[src/rtl/wb_stage_ctrl_if.sv]
// -----------------------------------------------------------------------------
// wb_stage_ctrl_if
// Bundle between the M/W pipeline boundary and the write-back stage.
//   master : drives the M-stage capture inputs and stall/flush, observes W.
//   slave  : the write-back stage itself.
// Signals
//   stall, flush        pipeline control for the W register
//   m_valid .. m_addr_lo M-stage instruction, PC, ALU result, DM word, addr[1:0]
//   w_valid, w_instr, w_pc  current W contents
//   grf_we, grf_wa, grf_wd  GRF write port
//   w_misalign          W holds a misaligned load
//   retire_cnt          retired-instruction counter
// -----------------------------------------------------------------------------
interface wb_stage_ctrl_if #(
    parameter int XLEN   = 32,
    parameter int REG_AW = 5,
    parameter int CNT_W  = 32
);
    logic              stall;
    logic              flush;
    logic              m_valid;
    logic [31:0]       m_instr;
    logic [XLEN-1:0]   m_pc;
    logic [XLEN-1:0]   m_alu;
    logic [XLEN-1:0]   m_dmrd;
    logic [1:0]        m_addr_lo;

    logic              w_valid;
    logic [31:0]       w_instr;
    logic [XLEN-1:0]   w_pc;
    logic              grf_we;
    logic [REG_AW-1:0] grf_wa;
    logic [XLEN-1:0]   grf_wd;
    logic              w_misalign;
    logic [CNT_W-1:0]  retire_cnt;

    modport master (
        output stall, flush, m_valid, m_instr, m_pc, m_alu, m_dmrd, m_addr_lo,
        input  w_valid, w_instr, w_pc, grf_we, grf_wa, grf_wd, w_misalign, retire_cnt
    );

    modport slave (
        input  stall, flush, m_valid, m_instr, m_pc, m_alu, m_dmrd, m_addr_lo,
        output w_valid, w_instr, w_pc, grf_we, grf_wa, grf_wd, w_misalign, retire_cnt
    );
endinterface

[src/rtl/wb_stage_ctrl.sv]
// -----------------------------------------------------------------------------
// wb_stage_ctrl
// Write-back stage of the pipelined MIPS core: the W pipeline register plus
// GRF write control. Captures the M-stage instruction, PC, ALU result and raw
// DM word, then decodes GRF write enable/address/data, extracts sub-word
// loads, flags misaligned loads and counts retired instructions.
// Ports
//   clk    core clock, rising edge
//   reset  asynchronous, active-high
//   bus    wb_stage_ctrl_if.slave (see interface for signal list)
// -----------------------------------------------------------------------------
module wb_stage_ctrl #(
    parameter int XLEN        = 32,
    parameter int REG_AW      = 5,
    parameter int LINK_REG    = 31,
    parameter int LINK_OFFSET = 8,
    parameter int CNT_W       = 32
) (
    input  logic            clk,
    input  logic            reset,
    wb_stage_ctrl_if.slave  bus
);
    localparam logic [5:0] OP_RTYPE = 6'h00;
    localparam logic [5:0] OP_JAL   = 6'h03;
    localparam logic [5:0] OP_LB    = 6'h20;
    localparam logic [5:0] OP_LH    = 6'h21;
    localparam logic [5:0] OP_LW    = 6'h23;
    localparam logic [5:0] OP_LBU   = 6'h24;
    localparam logic [5:0] OP_LHU   = 6'h25;

    logic              valid_q;
    logic [31:0]       instr_q;
    logic [XLEN-1:0]   pc_q;
    logic [XLEN-1:0]   alu_q;
    logic [XLEN-1:0]   dmrd_q;
    logic [1:0]        lo_q;
    logic [CNT_W-1:0]  cnt_q;

    // W register and retire counter. The instruction in W retires whenever
    // W is replaced, which includes a flush issued during a stall.
    always_ff @(posedge clk or posedge reset) begin
        if (reset) begin
            valid_q <= 1'b0;
            instr_q <= '0;
            pc_q    <= '0;
            alu_q   <= '0;
            dmrd_q  <= '0;
            lo_q    <= '0;
            cnt_q   <= '0;
        end else begin
            if (bus.flush) begin
                valid_q <= 1'b0;
                instr_q <= '0;
            end else if (!bus.stall) begin
                valid_q <= bus.m_valid;
                instr_q <= bus.m_valid ? bus.m_instr : 32'h0;
                pc_q    <= bus.m_pc;
                alu_q   <= bus.m_alu;
                dmrd_q  <= bus.m_dmrd;
                lo_q    <= bus.m_addr_lo;
            end
            if (valid_q && (!bus.stall || bus.flush))
                cnt_q <= cnt_q + CNT_W'(1);
        end
    end

    logic [5:0]        op;
    logic [5:0]        fun;
    logic              wr_rd;
    logic              wr_rt;
    logic              is_jal;
    logic              is_jalr;
    logic              is_load;
    logic              misalign;
    logic [7:0]        byte_sel;
    logic [15:0]       half_sel;
    logic [XLEN-1:0]   load_val;
    logic [REG_AW-1:0] wa_dec;
    logic [XLEN-1:0]   wd_dec;
    logic              writes;

    assign op  = instr_q[31:26];
    assign fun = instr_q[5:0];

    always_comb begin
        wr_rd   = 1'b0;
        wr_rt   = 1'b0;
        is_jal  = 1'b0;
        is_jalr = 1'b0;
        is_load = 1'b0;
        case (op)
            OP_RTYPE: begin
                case (fun)
                    6'h00, 6'h02, 6'h03, 6'h04, 6'h06, 6'h07,
                    6'h10, 6'h12,
                    6'h20, 6'h21, 6'h22, 6'h23, 6'h24, 6'h25, 6'h26, 6'h27,
                    6'h2a, 6'h2b: wr_rd = 1'b1;
                    6'h09:        is_jalr = 1'b1;
                    default:      ;
                endcase
            end
            OP_JAL: is_jal = 1'b1;
            6'h08, 6'h09, 6'h0a, 6'h0b, 6'h0c, 6'h0d, 6'h0e, 6'h0f: wr_rt = 1'b1;
            OP_LB, OP_LH, OP_LW, OP_LBU, OP_LHU: is_load = 1'b1;
            default: ;
        endcase
    end

    assign misalign = valid_q &&
                      (((op == OP_LW) && (lo_q != 2'b00)) ||
                       (((op == OP_LH) || (op == OP_LHU)) && lo_q[0]));

    // DM word is little-endian: byte k lives at bits [8k+7:8k].
    assign byte_sel = dmrd_q[8*lo_q +: 8];
    assign half_sel = dmrd_q[16*lo_q[1] +: 16];

    always_comb begin
        load_val = dmrd_q;
        case (op)
            OP_LB:   load_val = {{(XLEN-8){byte_sel[7]}}, byte_sel};
            OP_LBU:  load_val = {{(XLEN-8){1'b0}}, byte_sel};
            OP_LH:   load_val = {{(XLEN-16){half_sel[15]}}, half_sel};
            OP_LHU:  load_val = {{(XLEN-16){1'b0}}, half_sel};
            default: load_val = dmrd_q;
        endcase
    end

    always_comb begin
        wa_dec = '0;
        wd_dec = alu_q;
        if (wr_rd || is_jalr)
            wa_dec = instr_q[15:11];
        else if (wr_rt || is_load)
            wa_dec = instr_q[20:16];
        else if (is_jal)
            wa_dec = REG_AW'(LINK_REG);

        if (is_jal || is_jalr)
            wd_dec = pc_q + XLEN'(LINK_OFFSET);
        else if (is_load)
            wd_dec = load_val;
    end

    assign writes = wr_rd || wr_rt || is_jal || is_jalr || is_load;

    assign bus.w_valid    = valid_q;
    assign bus.w_instr    = instr_q;
    assign bus.w_pc       = pc_q;
    assign bus.w_misalign = misalign;
    assign bus.grf_wa     = valid_q ? wa_dec : '0;
    assign bus.grf_wd     = valid_q ? wd_dec : '0;
    assign bus.grf_we     = valid_q && writes && (wa_dec != '0) && !misalign;
    assign bus.retire_cnt = cnt_q;
endmodule
[src/flat_wrapper.sv]
// flat-port wrapper written by rule: the top's interface ports become plain ports
module wb_stage_ctrl_flat 
#(
    parameter int XLEN        = 32,
    parameter int REG_AW      = 5,
    parameter int LINK_REG    = 31,
    parameter int LINK_OFFSET = 8,
    parameter int CNT_W       = 32
)
  (clk, reset, bus_stall, bus_flush, bus_m_valid, bus_m_instr, bus_m_pc, bus_m_alu, bus_m_dmrd, bus_m_addr_lo, bus_w_valid, bus_w_instr, bus_w_pc, bus_grf_we, bus_grf_wa, bus_grf_wd, bus_w_misalign, bus_retire_cnt);
  wb_stage_ctrl_if #(.XLEN(XLEN), .REG_AW(REG_AW), .CNT_W(CNT_W)) bus_i ();
  input  logic clk;
  input  logic reset;
  input wire logic [$bits(bus_i.stall)-1:0] bus_stall;
  input wire logic [$bits(bus_i.flush)-1:0] bus_flush;
  input wire logic [$bits(bus_i.m_valid)-1:0] bus_m_valid;
  input wire logic [$bits(bus_i.m_instr)-1:0] bus_m_instr;
  input wire logic [$bits(bus_i.m_pc)-1:0] bus_m_pc;
  input wire logic [$bits(bus_i.m_alu)-1:0] bus_m_alu;
  input wire logic [$bits(bus_i.m_dmrd)-1:0] bus_m_dmrd;
  input wire logic [$bits(bus_i.m_addr_lo)-1:0] bus_m_addr_lo;
  output wire logic [$bits(bus_i.w_valid)-1:0] bus_w_valid;
  output wire logic [$bits(bus_i.w_instr)-1:0] bus_w_instr;
  output wire logic [$bits(bus_i.w_pc)-1:0] bus_w_pc;
  output wire logic [$bits(bus_i.grf_we)-1:0] bus_grf_we;
  output wire logic [$bits(bus_i.grf_wa)-1:0] bus_grf_wa;
  output wire logic [$bits(bus_i.grf_wd)-1:0] bus_grf_wd;
  output wire logic [$bits(bus_i.w_misalign)-1:0] bus_w_misalign;
  output wire logic [$bits(bus_i.retire_cnt)-1:0] bus_retire_cnt;
  assign bus_i.stall = bus_stall;
  assign bus_i.flush = bus_flush;
  assign bus_i.m_valid = bus_m_valid;
  assign bus_i.m_instr = bus_m_instr;
  assign bus_i.m_pc = bus_m_pc;
  assign bus_i.m_alu = bus_m_alu;
  assign bus_i.m_dmrd = bus_m_dmrd;
  assign bus_i.m_addr_lo = bus_m_addr_lo;
  assign bus_w_valid = bus_i.w_valid;
  assign bus_w_instr = bus_i.w_instr;
  assign bus_w_pc = bus_i.w_pc;
  assign bus_grf_we = bus_i.grf_we;
  assign bus_grf_wa = bus_i.grf_wa;
  assign bus_grf_wd = bus_i.grf_wd;
  assign bus_w_misalign = bus_i.w_misalign;
  assign bus_retire_cnt = bus_i.retire_cnt;
  wb_stage_ctrl #(.XLEN(XLEN), .REG_AW(REG_AW), .LINK_REG(LINK_REG), .LINK_OFFSET(LINK_OFFSET), .CNT_W(CNT_W)) u_core (.clk(clk), .reset(reset), .bus(bus_i));
endmodule
[config.mk]
export PLATFORM = sky130hd
export DESIGN_NAME = wb_stage_ctrl_flat
export DESIGN_NICKNAME = d
export VERILOG_FILES = /design/src/rtl/wb_stage_ctrl_if.sv /design/src/rtl/wb_stage_ctrl.sv /design/src/flat_wrapper.sv
export SDC_FILE = /design/constraint.sdc
export NUM_CORES = 1
export LEC_CHECK = 0
export CAP_MARGIN = 15
export CORE_AREA = 2 2 156 120
export DETAILED_ROUTE_END_ITERATION = 8
export DIE_AREA = 0 0 158 122
export GPL_ROUTABILITY_DRIVEN = 1
export GPL_TIMING_DRIVEN = 0
export PLACE_DENSITY = 0.92
export SYNTH_ARGS = -nofsm -noshare
export SYNTH_HDL_FRONTEND = slang
export SYNTH_SLANG_ARGS = --single-unit
[constraint.sdc]
create_clock -name clk -period 7.57 [get_ports clk]
set_input_delay 1.8925 -clock clk [delete_from_list [all_inputs] [get_ports clk]]
set_output_delay 1.8925 -clock clk [all_outputs]
set_load 0.03 [all_outputs]
Run 1, signal wires by layer:
Scale bar: 50 microns. Only two layers are drawn.
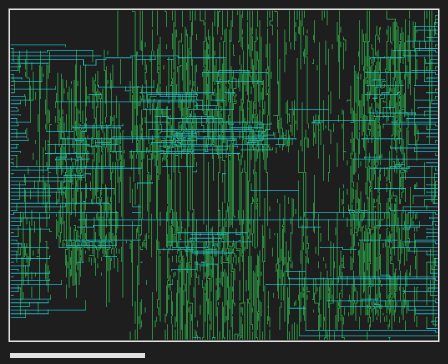
color	layer	wire length
green	metal 2	13,400 microns
cyan	metal 3	3,320 microns

Run 1, cells colored by class:
Fill, decap, tap and diode cells in gray.
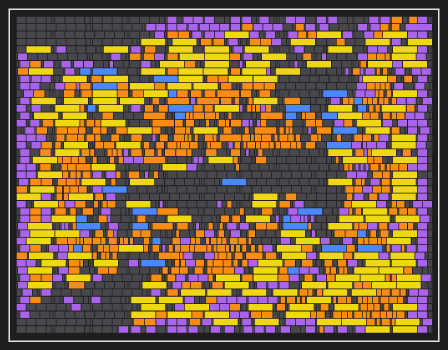
color	class	cells
blue	clock drivers and dummy loads	32
purple	remaining buffers and delay cells	313
orange	combinational and other logic	492
yellow	sequential cells	163

==> results.cfg, run 1 <==
; generated from flow reports
[detailed_routing]
highest_layer = met5
drt_wl_total_mm = 28.4
viasPerCell = 5.92
dr.pass1.iters = 6
ant_nets = 0
drc = 0
num_vias = 7385
detail_route.iter0.violations = 687
wl_met1_mm = 10.9

[worst_setup_path]
cp_cell_sequence = clkinv_1 -> o21ai_1 -> clkbuf_1 -> a21oi_1 -> a221oi_1 -> clkdlybuf4s50_1
crit_type = flop to output pin
r2r_end = u_core.bus.retire_cnt[27]
worstSetupEndpointType = output pin
r2r-start = u_core.bus.retire_cnt[3]
cp-endpoint = bus_grf_wd[17]
cp_slowest_cell = o21ai_1
worstPathArrival_ns = 3.94
crit_family = buffers and inverters
reg2reg_depth = 5
r2r_slack_ns = 5.44
required_ns = 5.68

[yosys]
synth_area_sq_mm = 0.00823
synth.top_cells.by_count = dfrtp_1, mux2_2, a21oi_1
synth_cell_types = 61
edf_count = 0
ys_cells = 696
ys_top_cells_by_area = dfrtp_1, mux2_2, xnor2_1
synth_top_cell_by_area = dfrtp_1
synthesis.nets = 833
yosysSeqAreaShare_pct = 49.6
ys.flops = 163
most_common_cell = dfrtp_1
ys_area_sq_mm = 0.00823
yosys_warnings = 0
avgSynthCellArea_sq_um = 11.8
syn_inst = 696

[clocking]
cts_buffer_depth = 2
cts.sinks = 163
cts-root-buf = clkbuf_16
postCtsSetupBuffers = 0
cts_tree = yes
clk_latency_ns = 0.42

[flow_run]
tool_warnings = 26

[finish]
final_core_util_pct = 66.1
layout_top_cell = clkdlybuf4s50_1
layout_top_cells = clkdlybuf4s50_1, dfrtp_1, mux2_2
drive_gt1_share_pct = 17.3
logic_gate_count = 486
num-fill-cells = 1356
n_all_inverters = 6
logic_area_sq_mm = 0.00396
n_antenna_cell = 0
seq_share_pct = 34.4
area_growth_pct = 44.2
area_dominant_class = registers

[timing]
clock.fmax_mhz = 172
rsz0062_at_grt = false
worst_pin_slew_ns = 0.919
finalClockPeriodUsage_pct = 77.0
finClkSkew_ns = 0.00801
slew_viol_final = 0
tns_ns = 0

[pwr]
p_clk_share_pct = 33.4
powerComb_uw = 612
powerClk_uw = 851
p_int_mw = 1.72
switching_share_pct = 32.6
ir_drop_uv = 138
net-switching-power_uw = 830

[grt]
globalRouteMet2Util_pct = 47.7
grt_pass1_wl_mm = 42.1
busiest_layer = met2
grt_pass1_vias = 7302
use_met1_pct = 36.8
grt_antenna_before_repair = 3
overflow = 0

[floorplanning]
fp_util_pct = 45.8
core_sq_mm = 0.0180
nWellTaps = 247
die_w_microns = 158

[hold_path]
hp-start = u_core.bus.retire_cnt[29]
holdPathStages = 1
hp-class = flop to flop

[place]
place_congestion = 0.966
dp_slack_ns = 2.23
io_buffers = 270
place_hpwl_mm = 21.7

[status]
status = complete, no violations
Run 1, layout detail:
Scale bar: 20 microns. Region (14, 6) to (64, 56) microns. Cells in gray, sequential cells in the stronger gray; small squares are vias.
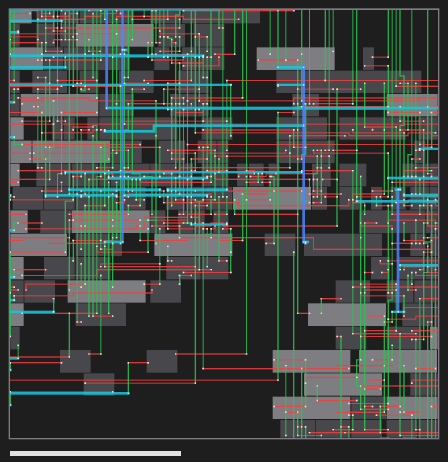
color	layer
red	metal 1
green	metal 2
cyan	metal 3
blue	metal 4
netlist names of flops here include	u_core.bus.w_pc (10), u_core.alu_q (6)
most frequent	clkdlybuf4s50_1 (23), dfrtp_1 (16), mux2_2 (13)
cells with their middle in the window	123
sequential cells in the window	16

==> run 1: cell families after synthesis <==
family	Yosys count	synth area share (%)
flops	163	49.6
simple gates	161	11.4
compound gates	152	13.4
mux	117	17.2
xor+xnor	54	5.75
buf+inv	47	2.31
fa+ha+maj	2	0.304
==> run 1: state kept, by name, indices dropped and copies added (netlist names) <==
| register | cells |
|---|---|
| u_core.lo_q | 2 |
| u_core.alu_q | 32 |
| u_core.dmrd_q | 32 |
| u_core.bus.w_instr | 32 |
| u_core.bus.retire_cnt | 32 |
| u_core.bus.w_pc | 32 |
| u_core.bus.w_valid | 1 |
==> run 1: metrics by stage <==
stage	cell area (sq um)	total power, mW
2_1_floorplan	8230	1.42
3_3_place_gp	11200	1.68
3_5_place_dp	11300	1.70
4_1_cts	11900	2.56
5_1_grt	11900	2.64
6_report	11900	2.55
## Run 2: what changed since run 1
- CORE_AREA: 2 2 156 120 -> 2 2 165 127
- DIE_AREA: 0 0 158 122 -> 0 0 167 129
- PLACE_DENSITY: 0.92 -> 0.87
- clock period: 7.57 -> 5 ns (I/O delays scaled with it)
Run 2, signal wires by layer:
Scale bar: 50 microns. Only two layers are drawn.
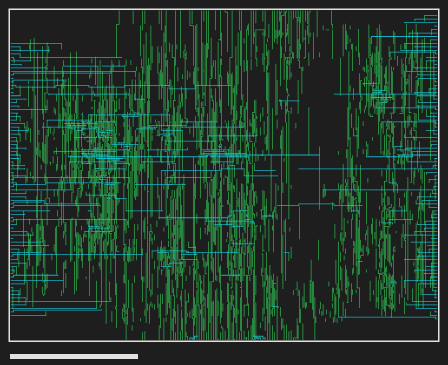
color	layer	wire length
cyan	metal 3	2,800 microns
green	metal 2	13,000 microns

==> results.cfg, run 2 <==
; generated from flow reports
[status]
status = complete, no violations

[clocking]
numCtsBuffers = 17
cts_max_level = 4
cts_buffer_depth = 2
hold_buffers = 0
clkSlewWorstSetupHoldPaths_ns = 0.07
cts.sinks = 163
cts-root-buf = clkbuf_16
clk_latency_ns = 0.44
cts_tree = yes
postCtsSetupBuffers = 0

[yosys]
synth_area_sq_mm = 0.00823
ff_type = dfrtp_1
ys_area_sq_mm = 0.00823
synth_top_cell_by_area = dfrtp_1
ys_sh_simple_pct = 11.4
ys_top_cells_by_area = dfrtp_1, mux2_2, xnor2_1
synthAoiAreaFrac_pct = 13.4
synthesis.nets = 833
avgSynthCellArea_sq_um = 11.8
mux_share_pct = 17.2
synth.top_cells.by_count = dfrtp_1, mux2_2, a21oi_1
syn_inst = 696
most_common_cell = dfrtp_1
adder_share_pct = 0.304
xor_area_share_pct = 5.75
synth_cell_types = 61
synth.logic.top_family = multiplexers
top_area_share_pct = 49.6
edf_count = 0
ys_cells = 696
yosysSeqAreaShare_pct = 49.6
ys.flops = 163
yosys_warnings = 0
synth-async-reset-ratio_pct = 100

[finish]
stdcell_area_sq_mm = 0.0120
area_growth_pct = 45.2
layout_top_cell = clkdlybuf4s50_1
drive_gt1_share_pct = 17.5
layout_top_cells = clkdlybuf4s50_1, dfrtp_1, mux2_2
num-fill-cells = 1590
nets = 1124
fin_cells = 1259
final_core_util_pct = 60.1

[worst_setup_path]
required_ns = 3.75
r2r-start = u_core.bus.retire_cnt[3]
r2r_end = u_core.bus.retire_cnt[25]
reg2reg_depth = 5
worstSetupEndpointType = output pin
worstSetupStartpoint = u_core.bus.w_instr[27]
cp_max_fo = 10
cp-endpoint = bus_grf_wd[30]
start_kind = flop
worstPathArrival_ns = 3.62
r2r_slack_ns = 2.98
crit_type = flop to output pin

[detailed_routing]
dr.pass1.iters = 6
routed-wl-met3_mm = 2.80
num_vias = 7237
detail_route.iter0.violations = 747
wl_met1_mm = 12.0
wire_per_inst_microns = 22.5
drt_wl_total_mm = 28.3
wl_met2_mm = 13.0
viasPerCell = 5.75
highest_layer = met5
ant_nets = 0
drc = 0

[pwr]
ir_drop_uv = 218
p_clk_share_pct = 35.7
p_comb_share_pct = 23.2
power_leader = registers
p_leak_nw = 4.72
powerDensity_mw_per_mm2 = 334
switching_share_pct = 30.9
powerComb_uw = 926
net-switching-power_mw = 1.23
powerClk_mw = 1.42
pg_seq_mw = 1.64
p_int_mw = 2.76
pwr-share-seq_pct = 41.2
power_mw = 3.99

[timing]
setup_viol = 0
slew_viol_final = 0
hold_viol_final = 0
clock.fmax_mhz = 205
hold_slack_ns = 0.495
rsz0062_at_grt = false
tns_ns = 0
finClkSkew_ns = 0.0116
slew_headroom_pct = 24.7
min_period_ns = 4.87
worst_pin_slew_ns = 1.13
setup_ws_ns = 0.126
finalClockPeriodUsage_pct = 97.5

[place]
place_congestion = 0.915
dp_slack_ns = 0.476
postPlaceCellArea_sq_mm = 0.0113
placedCellCount = 1227
place_hpwl_mm = 21.7
io_buffers = 270

[floorplanning]
die_h_microns = 129
design.portCount = 271
chipArea_sq_mm = 0.0215
core_sq_mm = 0.0199
die_w_microns = 167
rows = 45
fp_util_pct = 41.4

[grt]
track_usage_pct = 26.8
grt_antenna_before_repair = 3
use_met1_pct = 35.4
busiest_layer = met2
grt_max_degree = 45
grt_pass1_wl_mm = 43.6
overflow = 0
grt_pass1_vias = 7285
globalRouteMet2Util_pct = 42.3
grt_use_met3_pct = 8.31

[hold_path]
hp-start = u_core.bus.retire_cnt[22]
hp-class = flop to flop
hold_path_end = u_core.bus.retire_cnt[22]
holdPathStages = 1

[flow_run]
tool_warnings = 26
drv_cap = 0
Run 2, layout detail:
Scale bar: 20 microns. Region (17, 7) to (67, 57) microns. Cells in gray, sequential cells in the stronger gray; small squares are vias.
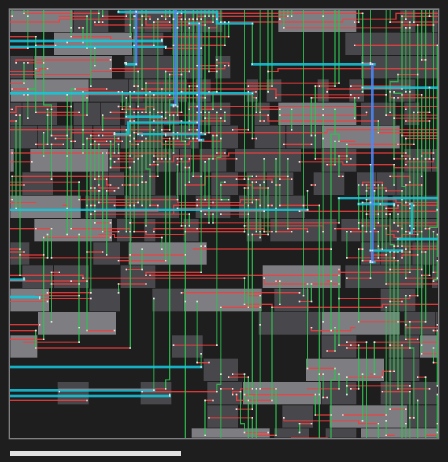
color	layer
green	metal 2
blue	metal 4
red	metal 1
cyan	metal 3
netlist names of flops here include	u_core.bus.w_pc (9), u_core.alu_q (8), u_core.dmrd_q (2)
sequential cells in the window	19
cells with their middle in the window	132
most frequent	clkdlybuf4s50_1 (20), dfrtp_1 (19), mux2_2 (16)

==> run 2: timing repair <==
action,4_1_cts,5_1_grt
pin swaps,0,0
endpoints found under the setup margin,3,3
resized,1,0
==> run 2: layout make-up <==
class                   instances  area (sq um)  area share, %
multi-input cells             486          3970           33.2
flip-flops and latches        163          4080           34.1
diodes                          1          2.50         0.0209
well taps                     258           323           2.70
clock buffers                  19           453           3.79
clock inverters                13           174           1.46
plain buffers                  40           164           1.37
inverters                       6          26.3          0.220
repair buffers                273          2760           23.1
==> run 2: worst max-delay path, stage by stage (launching register included) <==
cell	delay, ns
dfrtp_1	0.47
clkinv_1	0.33
o21ai_2	0.56
clkbuf_1	0.52
a21oi_1	0.15
a221oi_1	0.38
clkdlybuf4s50_1	0.78
## Run 3: what changed since run 2
- GPL_TIMING_DRIVEN: 0 -> not set
- MAX_ROUTING_LAYER: not set -> met4
- TNS_END_PERCENT: not set -> 1
Run 3, cells colored by class:
Fill, decap, tap and diode cells in gray.
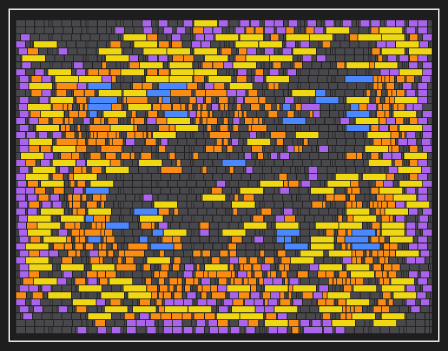
color	class	cells
orange	combinational and other logic	492
blue	clock drivers and dummy loads	32
yellow	sequential cells	163
purple	remaining buffers and delay cells	287

Run 3, signal wires by layer:
Scale bar: 50 microns. Only two layers are drawn.
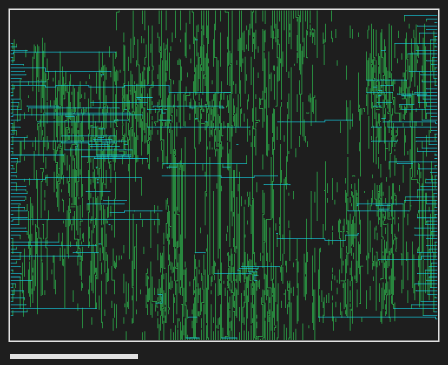
color	layer	wire length
green	metal 2	12,700 microns
cyan	metal 3	2,120 microns

==> results.cfg, run 3 <==
; generated from flow reports
[status]
status = complete, no violations

[timing]
min_period_ns = 4.69
slew_viol_final = 0
rsz0062_at_grt = false
hold_viol_final = 0
worst_pin_slew_ns = 1.21
clock.fmax_mhz = 213
finalClockPeriodUsage_pct = 93.7
tns_ns = 0

[yosys]
ys_cells = 696
xor_area_share_pct = 5.75
syn_inst = 696
ys_area_sq_mm = 0.00823
ff_type = dfrtp_1
mux_share_pct = 17.2
top_area_share_pct = 49.6
synthesis.nets = 833
synth-async-reset-ratio_pct = 100
synth_top_cell_by_area = dfrtp_1
ys.flops = 163
yosysSeqAreaShare_pct = 49.6
synth_area_sq_mm = 0.00823
synth.top_cells.by_count = dfrtp_1, mux2_2, a21oi_1

[worst_setup_path]
required_ns = 3.75
critical_path_buf_inv_count = 2
worstSetupEndpointType = output pin
worstPathArrival_ns = 3.44
cpPeakStageDelay_ns = 0.72
worst_path_most_repeated_cell = a21oi_1

[pwr]
p_comb_share_pct = 22.6
switching_share_pct = 30.5
power_leader = registers
p_leak_nw = 4.72
p_int_mw = 2.80
pwr-share-seq_pct = 40.9
net-switching-power_mw = 1.23
p_clk_share_pct = 36.4
powerComb_uw = 913

[grt]
use_met1_pct = 35.3
track_usage_pct = 26.6
grt_pass1_vias = 7144
globalRouteMet2Util_pct = 41.0
grt_use_met3_pct = 6.55
grt_antenna_before_repair = 4
busiest_layer = met2
overflow = 0

[floorplanning]
rows = 45
core_sq_mm = 0.0199
fp_util_pct = 41.4
die_w_microns = 167
chipArea_sq_mm = 0.0215
design.portCount = 271
die_h_microns = 129

[hold_path]
hp-class = flop to flop

[clocking]
cts_buffer_depth = 2
numCtsBuffers = 17
cts_tree = yes
hold_buffers = 0
cts.sinks = 163
postCtsSetupBuffers = 0
cts_max_level = 4

[detailed_routing]
dr.pass1.iters = 5
wire_per_inst_microns = 22.5
wl_met2_mm = 12.7
drt_wl_total_mm = 27.8
ant_nets = 0
detail_route.iter0.violations = 768
drc = 0
highest_layer = met4
wl_met1_mm = 12.5
num_vias = 7040

[finish]
area_growth_pct = 44.9
seq_share_pct = 34.2
logic_area_sq_mm = 0.00398
layout_top_cell = clkdlybuf4s50_1
nets = 1098
fin_cells = 1237
drive_gt1_share_pct = 18.7
signal_buffer_area_fraction_pct = 23.9
stdcell_area_sq_mm = 0.0119
n_antenna_cell = 5

[place]
dp_slack_ns = 0.767
placedCellCount = 1200
postPlaceCellArea_sq_mm = 0.0113
place_hpwl_mm = 20.4
io_buffers = 270

[flow_run]
tool_warnings = 29
==> run 3: worst paths after layout <==
path	start	end	slack (ns)	depth (start not counted)
max	u_core.bus.w_instr[27]	bus_grf_wa[2]	0.31	6
min	u_core.bus.retire_cnt[29]	u_core.bus.retire_cnt[29]	0.49	1
max reg2reg	u_core.bus.retire_cnt[3]	u_core.bus.retire_cnt[27]	3.02	5
min reg2reg	u_core.bus.retire_cnt[29]	u_core.bus.retire_cnt[29]	0.49	1
max in group asynchronous	reset	u_core.alu_q[4]	2.90	3
min in group asynchronous	reset	u_core.bus.retire_cnt[23]	1.43	3
==> run 3: cell families (layout without fill, tap and decap cells) <==
kind of cell,Yosys count,count (layout)
compound gates,152,152
mux,117,117
other cells,0,5
xor+xnor,54,54
fa+ha+maj,2,2
simple gates,161,161
buf+inv,47,325
flops,163,163
Power figures rest on the tool's default switching activity, not on a simulated workload.
